Fig. 1: wires at chosen ports, followed through buffers
Drawn at 1.5 px/micron.
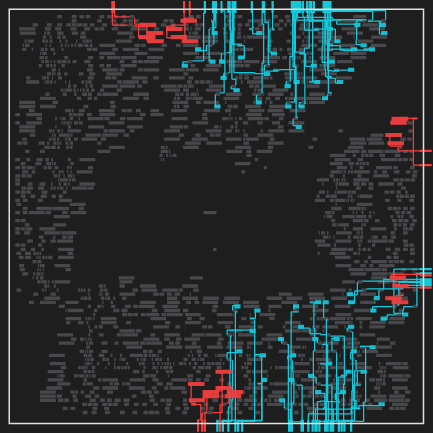
Fig. 2: cell density map
Drawn at 1.5 px/micron. The die is cut into 28 by 28 equal tiles; dark blue is low, red is high, 0 to 100% covered.
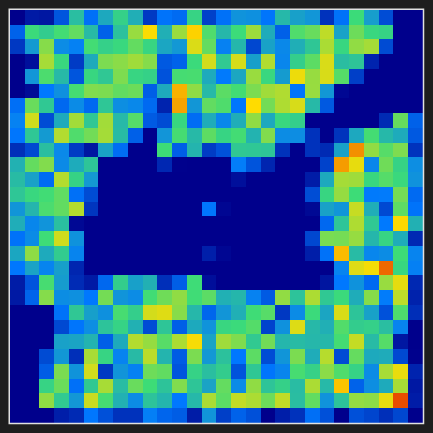
===== src/rtl/store_addr_unit.sv =====
// Multi-lane store address generation: per-lane effective address, byte mask, aligned data
// and misalignment flag, buffered in a kill-aware FIFO with valid/ready handoff to the store queue.
module store_addr_unit #(
   parameter int NUM_LANES  = 2,
   parameter int XLEN       = 32,
   parameter int DATA_BYTES = 4,
   parameter int SQ_SZ      = 8,
   parameter int PREG_W     = 6,
   parameter int DEPTH      = 2
) (
   input  logic                             clock,
   input  logic                             reset,
   input  logic [NUM_LANES-1:0]             in_valid,
   output logic [NUM_LANES-1:0]             in_ready,
   input  logic [NUM_LANES*XLEN-1:0]        in_base,
   input  logic [NUM_LANES*XLEN-1:0]        in_imm,
   input  logic [NUM_LANES*XLEN-1:0]        in_data,
   input  logic [NUM_LANES*3-1:0]           in_func,
   input  logic [NUM_LANES*SQ_SZ-1:0]       in_sq_mask,
   input  logic [NUM_LANES*PREG_W-1:0]      in_dest,
   input  logic [SQ_SZ-1:0]                 squash_mask,
   output logic [NUM_LANES-1:0]             out_valid,
   input  logic [NUM_LANES-1:0]             out_ready,
   output logic [NUM_LANES*XLEN-1:0]        out_addr,
   output logic [NUM_LANES*DATA_BYTES*8-1:0] out_data,
   output logic [NUM_LANES*DATA_BYTES-1:0]  out_byte_mask,
   output logic [NUM_LANES-1:0]             out_misaligned,
   output logic [NUM_LANES*PREG_W-1:0]      out_dest,
   output logic [NUM_LANES*SQ_SZ-1:0]       out_sq_mask,
   output logic [SQ_SZ-1:0]                 resolving_sq_mask
);
   localparam int DW    = DATA_BYTES * 8;
   localparam int OFF_W = $clog2(DATA_BYTES);
   localparam int PTR_W = $clog2(DEPTH);
   localparam int CNT_W = $clog2(DEPTH + 1);

   typedef struct packed {
      logic [XLEN-1:0]       addr;
      logic [DW-1:0]         data;
      logic [DATA_BYTES-1:0] bmask;
      logic                  mis;
      logic [PREG_W-1:0]     dest;
      logic [SQ_SZ-1:0]      sq;
   } entry_t;

   logic [NUM_LANES-1:0] w_hand_off;

   for (genvar l = 0; l < NUM_LANES; l++) begin : g_lane
      entry_t                w_new;
      entry_t                r_mem [DEPTH];
      logic [DEPTH-1:0]      r_kill;
      logic [PTR_W-1:0]      r_rd;
      logic [PTR_W-1:0]      r_wr;
      logic [CNT_W-1:0]      r_count;
      logic [XLEN-1:0]       w_addr;
      logic [1:0]            w_size;
      logic [OFF_W-1:0]      w_off;
      logic [DATA_BYTES-1:0] w_size_mask;
      logic [DW+XLEN-1:0]    w_data_wide;
      logic                  w_unused_func;
      logic                  w_push;
      logic                  w_pop;
      logic                  w_present;
      logic                  w_head_kill;
      logic                  w_out_valid;

      assign w_addr        = in_base[l*XLEN +: XLEN] + in_imm[l*XLEN +: XLEN];
      assign w_size        = in_func[l*3 +: 2];
      assign w_unused_func = in_func[l*3+2];
      assign w_off         = w_addr[OFF_W-1:0];
      assign w_data_wide   = {{DW{1'b0}}, in_data[l*XLEN +: XLEN]} << {w_off, 3'b000};

      always_comb begin
         // NOTE: defaults first, so no path through the case can leave a latch behind.
         w_size_mask = '0;
         w_new       = '0;
         case (w_size)
            2'd0: w_size_mask = DATA_BYTES'(1);
            2'd1: begin
               w_size_mask = DATA_BYTES'(3);
               w_new.mis   = w_addr[0];
            end
            2'd2: begin
               w_size_mask = DATA_BYTES'(15);
               w_new.mis   = |w_addr[1:0];
            end
            default: w_new.mis = 1'b1;
         endcase
         w_new.addr  = w_addr;
         w_new.data  = w_data_wide[DW-1:0];
         w_new.bmask = w_size_mask << w_off;
         w_new.dest  = in_dest[l*PREG_W +: PREG_W];
         w_new.sq    = in_sq_mask[l*SQ_SZ +: SQ_SZ];
      end

      assign w_present   = (r_count != '0);
      assign w_head_kill = w_present & r_kill[r_rd];
      assign w_out_valid = w_present & ~r_kill[r_rd] & ~reset;
      assign in_ready[l] = (r_count < CNT_W'(DEPTH));
      assign w_push      = in_valid[l] & in_ready[l];
      assign w_pop       = w_head_kill | (w_out_valid & out_ready[l]);

      // NOTE: non-blocking assignments so every register samples pre-edge values.
      always_ff @(posedge clock) begin
         if (reset) begin
            r_rd    <= '0;
            r_wr    <= '0;
            r_count <= '0;
            r_kill  <= '0;
         end else begin
            // A slot being written takes the squash verdict of the incoming store.
            for (int j = 0; j < DEPTH; j++) begin
               if (w_push && (r_wr == PTR_W'(j)))
                  r_kill[j] <= |(w_new.sq & squash_mask);
               else if (|(r_mem[j].sq & squash_mask))
                  r_kill[j] <= 1'b1;
            end
            if (w_push) r_wr <= r_wr + PTR_W'(1);
            if (w_pop)  r_rd <= r_rd + PTR_W'(1);
            r_count <= r_count + CNT_W'(w_push) - CNT_W'(w_pop);
         end
      end

      // NOTE: payload storage has no reset; count and kill bits alone decide what is live.
      always_ff @(posedge clock) begin
         if (w_push) r_mem[r_wr] <= w_new;
      end

      assign out_valid[l]                          = w_out_valid;
      assign out_addr[l*XLEN +: XLEN]              = r_mem[r_rd].addr;
      assign out_data[l*DW +: DW]                  = r_mem[r_rd].data;
      assign out_byte_mask[l*DATA_BYTES +: DATA_BYTES] = r_mem[r_rd].bmask;
      assign out_misaligned[l]                     = r_mem[r_rd].mis;
      assign out_dest[l*PREG_W +: PREG_W]          = r_mem[r_rd].dest;
      assign out_sq_mask[l*SQ_SZ +: SQ_SZ]         = r_mem[r_rd].sq;
      assign w_hand_off[l]                         = w_out_valid & out_ready[l];
   end

   always_comb begin
      resolving_sq_mask = '0;
      for (int l = 0; l < NUM_LANES; l++)
         if (w_hand_off[l]) resolving_sq_mask = resolving_sq_mask | out_sq_mask[l*SQ_SZ +: SQ_SZ];
   end
endmodule


===== config.mk =====
export PLATFORM = sky130hd
export DESIGN_NAME = store_addr_unit
export DESIGN_NICKNAME = d
export VERILOG_FILES = /design/src/rtl/store_addr_unit.sv
export SDC_FILE = /design/constraint.sdc
export NUM_CORES = 1
export LEC_CHECK = 0
export CORE_MARGIN = 3
export CORE_UTILIZATION = 24
export CTS_CLUSTER_SIZE = 24
export DETAILED_ROUTE_END_ITERATION = 8
export PLACE_DENSITY = 0.46
export RECOVER_POWER = 25
export SETUP_SLACK_MARGIN = 0.05
export SLEW_MARGIN = 15
export SYNTH_ARGS = -nofsm -noshare
export SYNTH_HDL_FRONTEND = slang
export SYNTH_SLANG_ARGS = --single-unit

===== constraint.sdc =====
create_clock -name clock -period 17.3 [get_ports clock]
set_input_delay 4.325 -clock clock [delete_from_list [all_inputs] [get_ports clock]]
set_output_delay 4.325 -clock clock [all_outputs]
set_load 0.03 [all_outputs]

==> out/qor.csv <==
metric,value,unit
main combinational cell family by area after synthesis,multiplexers,
registers with the highest flip-flop counts,"g_lane.r_mem: 332 flops, g_lane.r_count: 4 flops, g_lane.r_kill: 4 flops",
Power per Cell Area,140,mW/mm^2
Worst path depth,5,
violations in the final reports,"max-capacitance violations, max-slew violations",
Crit Reg-Reg Startpoint,g_lane[1].r_count[1]$_SDFF_PP0_,
top cell type by total area after synthesis,sky130_fd_sc_hd__edfxtp_1,
worst setup path startpoint,reset,
number of synthesized flops with an enable pin,332,
# Max-Cap Violations,5,
power spent charging and discharging nets,1.17,mW
Top power group,combinational cells,
CTS resizes,0,
cell count after synthesis,1292,
# Taps,950,
"Chip Area, Yosys",0.0174,sq mm
Post-DRT Antenna Nets,0,
proportion of cell area spent on the clock network,0.0597,
slew at the pin closest to its max-slew limit,2.84,ns
met3 WL post-DR,2150,microns
Worst Setup EP,resolving_sq_mask[4],
fp_density,0.243,
root cell of the clock tree,sky130_fd_sc_hd__clkbuf_16,
width of the chip,275,microns
most frequent logic cell in the layout,sky130_fd_sc_hd__clkdlybuf4s50_1,
result of the run,finished with violations,
Seq/total area,0.426,
startpoint class of the critical path,primary input,
drt wl/cell,19.5,microns
number of max-slew violations in the final report,196,
number of cells traversed by the worst hold path,2,
global-route total usage across every layer,0.133,
number of remaining DRC errors,0,
count of routing violations after the opening detailed-route iteration,571,
highest routing layer actually used,met4,
start point of the worst min-delay path,g_lane[0].r_wr$_SDFFE_PP0P_,
number of combinational gates with multiple inputs,867,
clock tree from TritonCTS,yes,
number of nets in the synthesized netlist,1606,
-- Fig. 1 (at the start) --
Cyan shows out_data, bits 64, direction output, edge 32 top, 26 bottom, 6 right, end cells 64, buffers 64, wire 3600 microns. Red shows in_dest, bits 12, direction input, edge 4 top, 4 right, 4 bottom, end cells 24, buffers 12, wire 435 microns.

-- Fig. 2 (at the start) --
24% of the tiles are nearly empty. The emptiest ninth of the die: center. The mean over all tiles is 30%. 1.4% of the tiles are over 75% full.

Power is estimated from default activity; no workload was simulated.
